met4.png
Cells faint in the background.
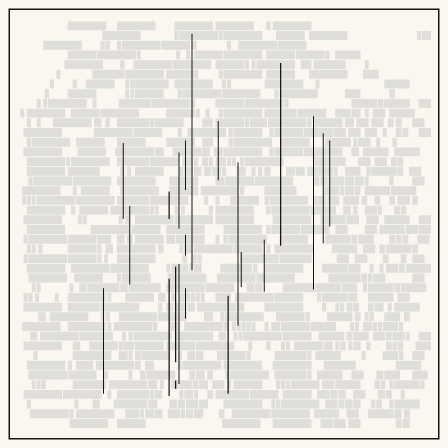
zoom.png
Region (78, 18) to (103, 43) um. Cells in grey, sequential cells in the stronger grey; small squares are vias.
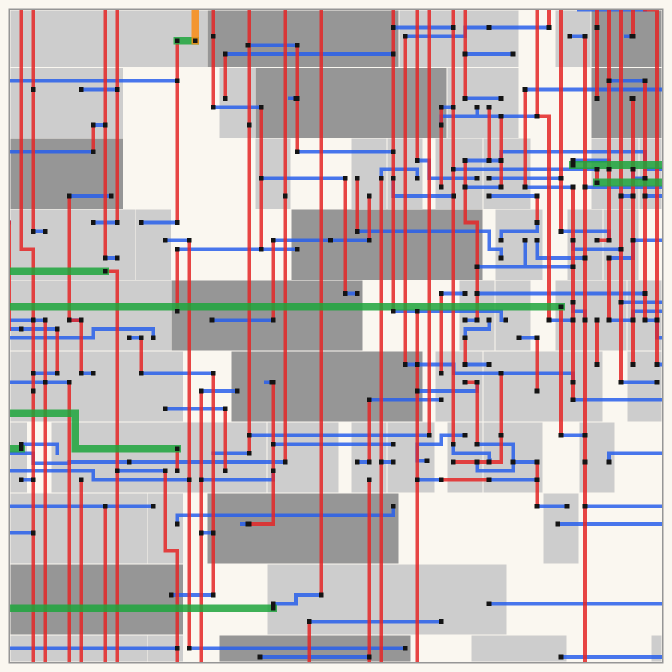
final_congestion.png
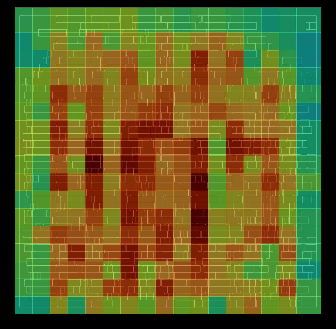
metal_stack.png
Two of the layers only.
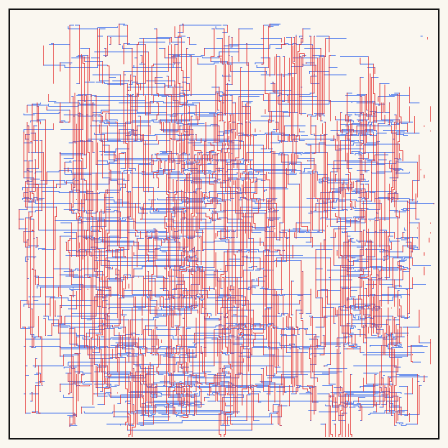
pdn.png
Bar = 20 um. Pins as bars on the die edge. Tap cells in grey.
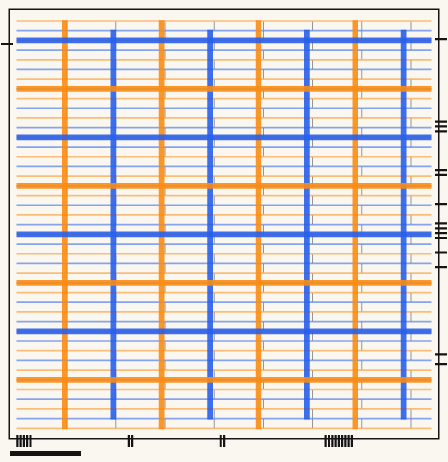
[config.mk]
export PLATFORM = sky130hd
export DESIGN_NAME = spike_result_reader
export DESIGN_NICKNAME = d
export VERILOG_FILES = /design/src/rtl/spike_result_reader.sv
export SDC_FILE = /design/constraint.sdc
export NUM_CORES = 1
export LEC_CHECK = 0
export ABC_AREA = 0
export CORE_MARGIN = 1.5
export CORE_UTILIZATION = 60
export DETAILED_ROUTE_END_ITERATION = 7
export GPL_TIMING_DRIVEN = 0
export PLACE_DENSITY = 0.76
export SLEW_MARGIN = 0
export SYNTH_ARGS = -nofsm -noshare
export SYNTH_HDL_FRONTEND = slang
export SYNTH_SLANG_ARGS = --single-unit
[constraint.sdc]
create_clock -name clk -period 5.7 [get_ports clk]
set_input_delay 0.855 -clock clk [delete_from_list [all_inputs] [get_ports clk]]
set_output_delay 0.855 -clock clk [all_outputs]
set_load 0.01 [all_outputs]
[src/rtl/spike_result_reader.sv]
// Purpose: drains output-layer spike indices, counts spikes per class and reports the argmax after NUM_TIMESTEP EOT tokens; define SPIKE_RD_ERR_EN for a sticky err on out-of-range ids.
// Latency: result_valid rises NUM_CLASS+1 cycles after the final EOT word is valid (rd_vld).
// Backpressure: at most one read in flight (one word per 2 cycles), stalls while fifo_empty; result is a one-cycle pulse with no ready.
module spike_result_reader #(
    parameter int IDX_W        = 16,
    parameter int NUM_CLASS    = 10,
    parameter int CNT_W        = 8,
    parameter int NUM_TIMESTEP = 4
) (
    input  logic             clk,
    input  logic             rst,
    output logic             rd_en,
    input  logic [IDX_W-1:0] rd_data,
    input  logic             fifo_empty,
    output logic             result_valid,
    output logic [3:0]       result_class,
    output logic [CNT_W-1:0] result_count,
    output logic             err
);
    localparam int              TS_W     = $clog2(NUM_TIMESTEP + 1);
    localparam logic [3:0]      LAST_CLS = 4'(NUM_CLASS - 1);
    localparam logic [TS_W-1:0] LAST_TS  = TS_W'(NUM_TIMESTEP - 1);

    typedef enum logic [1:0] {S_IDLE, S_RUN, S_ARG, S_DONE} state_t;

    state_t           state_q, state_d;
    logic             rd_vld;
    logic [CNT_W-1:0] count [NUM_CLASS];
    logic [TS_W-1:0]  ts_cnt;
    logic [3:0]       scan_idx, best_cls;
    logic [CNT_W-1:0] best_cnt;

    logic             is_eot, id_ok, last_eot, scan_gt, unused_bits;
    logic [9:0]       word_id;

    assign is_eot      = rd_data[IDX_W-1];
    assign word_id     = rd_data[9:0];
    assign id_ok       = word_id < 10'(NUM_CLASS);
    assign last_eot    = rd_vld && is_eot && (ts_cnt == LAST_TS);
    assign scan_gt     = count[scan_idx] > best_cnt;
    assign unused_bits = ^rd_data[IDX_W-2:10];

    always_ff @(posedge clk) begin
        if (rst) state_q <= S_IDLE;
        else     state_q <= state_d;
    end

    always_comb begin
        state_d      = state_q;
        rd_en        = 1'b0;
        result_valid = 1'b0;
        case (state_q)
            S_IDLE: state_d = S_RUN;
            S_RUN: begin
                // rd_vld doubles as the in-flight marker, so reads stop by themselves on the final EOT
                rd_en = !fifo_empty && !rd_vld;
                if (last_eot) state_d = S_ARG;
            end
            S_ARG: if (scan_idx == LAST_CLS) state_d = S_DONE;
            S_DONE: begin
                result_valid = 1'b1;
                state_d      = S_IDLE;
            end
            default: state_d = S_IDLE;
        endcase
    end

    always_ff @(posedge clk) begin
        if (rst) begin
            rd_vld       <= 1'b0;
            ts_cnt       <= '0;
            scan_idx     <= '0;
            best_cls     <= '0;
            best_cnt     <= '0;
            result_class <= '0;
            result_count <= '0;
            for (int i = 0; i < NUM_CLASS; i++) count[i] <= '0;
        end else begin
            rd_vld <= rd_en;
            case (state_q)
                S_IDLE: begin
                    ts_cnt <= '0;
                    for (int i = 0; i < NUM_CLASS; i++) count[i] <= '0;
                end
                S_RUN: begin
                    scan_idx <= '0;
                    best_cls <= '0;
                    best_cnt <= '0;
                    if (rd_vld) begin
                        if (is_eot)
                            ts_cnt <= ts_cnt + 1'b1;
                        else if (id_ok && count[word_id[3:0]] != '1)
                            count[word_id[3:0]] <= count[word_id[3:0]] + 1'b1;
                    end
                end
                S_ARG: begin
                    // strict greater-than keeps the lowest index on ties
                    if (scan_gt) begin
                        best_cls <= scan_idx;
                        best_cnt <= count[scan_idx];
                    end
                    scan_idx <= scan_idx + 1'b1;
                    if (scan_idx == LAST_CLS) begin
                        result_class <= scan_gt ? scan_idx : best_cls;
                        result_count <= scan_gt ? count[scan_idx] : best_cnt;
                    end
                end
                default: ;
            endcase
        end
    end

`ifdef SPIKE_RD_ERR_EN
    always_ff @(posedge clk) begin
        if (rst)
            err <= 1'b0;
        else if (state_q == S_RUN && rd_vld && !is_eot && !id_ok)
            err <= 1'b1;
    end
`else
    assign err = 1'b0;
`endif

endmodule

==> run_results.csv <==
group,metric,value,unit
synthesis,yosys_area,0.008219,mm^2
cts,cts_tree,"built",
sta,hold_violations,0,
status,status,"finished, final reports clean",
hold_path,worstHoldStart,"ts_cnt[1]$_SDFFE_PP0P_",
sta,finalSetupViolations,0,
synthesis,ys_async_sr_fraction,0,%
synthesis,numSynthFlops,166,
cts,cts_root_buffer,"clkbuf_16",
synthesis,yosysTopAreaCellShare,46.77,%
floorplanning,fp_util,61.82,%
cts,postCtsSetupBuffers,0,
synthesis,yosys.area_share.xor_xnor,0.6394,%
synthesis,synth.distinct_cells,43,
cts,cts_buffers,17,
synthesis,topCellsByArea,"edfxtp_1 47%, mux4_2 19%, dfxtp_1 9.3%, nor2_1 3.7%, ha_1 2.6%",
layout,regArea,0.004604,mm^2
routing,drt_iter0_drc,691,
hold_path,hold_class,"reg -> reg",
cts,clock_latency,0.43,ns
place,post-dp-hpwl,13430,um
critical_path,crit_family,"buffers and inverters",
synthesis,synth_cells,580,
global_routing,grt_max_degree,17,
cts,clk_pin_slew,0.06,ns
routing,via_per_inst,6.334,
cts,clockBufferDepth,2,
sta,clock-skew-final,0.006877,ns
layout,syn2layout_area_growth,15.45,%
job,warnings,35,
critical_path,worstPathRequired,5.73,ns
layout,fillerInstances,898,
global_routing,grt_overflow,0,
power,pwr_density_cell,424.8,mW/mm^2
power,vdd.ir_drop.worst,0.2751,mV
layout,seq_cells,166,
layout,comb_cells,392,
synthesis,ys_sh_simple,9.575,%
critical_path,critPathCaptureType,"register",
global_routing,grt_first_pass_wirelength,31170,um
synthesis,syn_area_per_cell,14.17,um^2
sta,slew_violations,0,
critical_path,worstPathMaxFanout,10,
place,gp_congestion,0.8969,
-- met4.png (at the start) --
The layer carries 555 um of wire. The wires run mostly vertical. The layer holds 2.8% of the routed length. 18 nets have wire on it.
Vias: 5447
final wirelength: 19640 um

-- zoom.png (at the start) --
Green stands for met3. Orange stands for met4. Red stands for met2. Blue stands for met1.
Most frequent: dfxtp_1 (6), mux4_2 (5), nor2_1 (5). 43 logic cells have their middle in the window. Sequential cells in the window: 7. Netlist names of flops here include scan_idx (3), count (1).

-- final_congestion.png (at the start) --
global routing usage on met2: 49.57%
fin util: 71.37%
routing usage on met1: 37.05%

-- metal_stack.png (at the start) --
Blue stands for met1, wire length 7170 um. Red stands for met2, wire length 9970 um.
total track usage: 29.76%
wire per inst: 22.84 um

-- pdn.png (at the start) --
Blue stands for VDD. Orange stands for VSS.
34 signal pins sit on the boundary. The core has 42 rows. 8 straps on met5.
Die Y: 120.0 um
Core Area: 0.01330 mm^2
die width: 120.0 um

==> flip-flops by register name (all words and copies together), names as in the netlist, named ones only <==
signal,count
result_count,8
result_class,4
rd_vld,1
state_q,2
scan_idx,4
ts_cnt,3
best_cls,4
best_cnt,8
count,128
==> metal layers <==
metal | up-vias | track usage [%] | part of all wire (%)
met2 | 312 | 49.57 | 51
met3 | 51 | 7.985 | 9.9
met4 | 0 | 12.50 | 2.8
li1 | 2369 | - | -
met1 | 2715 | 37.05 | 36
met5 | - | 0 | 0
==> power breakdown <==
part	switching (uW)	internal, uW
registers	139	1650
clock network	472	713
logic	601	452
total	1210	2820
==> through the flow <==
stage / power, uW / worst slack, ns
floorplan: 2525 / 1.395
global placement: 2787 / 0.09857
detailed placement: 2841 / -0.09857
CTS: 4024 / 0.3301
global route: 4189 / 0.09955
finish: 4031 / 0.1538
==> path summary, 6_finish.rpt <==
path / to / slack, ns / cells past startpoint
worst max-delay path: count[8][5]$_SDFFCE_PN0P_ / 0.15 / 14
worst min-delay path: ts_cnt[1]$_SDFFE_PP0P_ / 0.49 / 2
worst max register to register: best_cnt[5]$_SDFFE_PP0N_ / 0.71 / 11
worst min register to register: ts_cnt[1]$_SDFFE_PP0P_ / 0.49 / 2
==> cell usage in the layout, fill, tap and decap left out, types with 6 or more instances in the layout <==
cell             synthesis  final
edfxtp_1               128    128
nor2_1                  81     81
mux4_2                  70     70
conb_1                   1     49
dfxtp_1                 38     38
nand2_1                 24     24
clkdlybuf4s50_1          0     24
inv_1                   23     23
clkbuf_1                22     23
clkbuf_16                0     22
a21oi_1                 21     21
ha_1                    17     17
o21ai_0                 15     15
nor2_2                  14     14
mux2i_1                 13     13
a22oi_1                 12     12
a32o_1                  12     12
buf_1                    9      9
buf_2                    8      8
nand3_1                  7      7
or4_1                    6      6
Power and IR drop assume default switching activity.
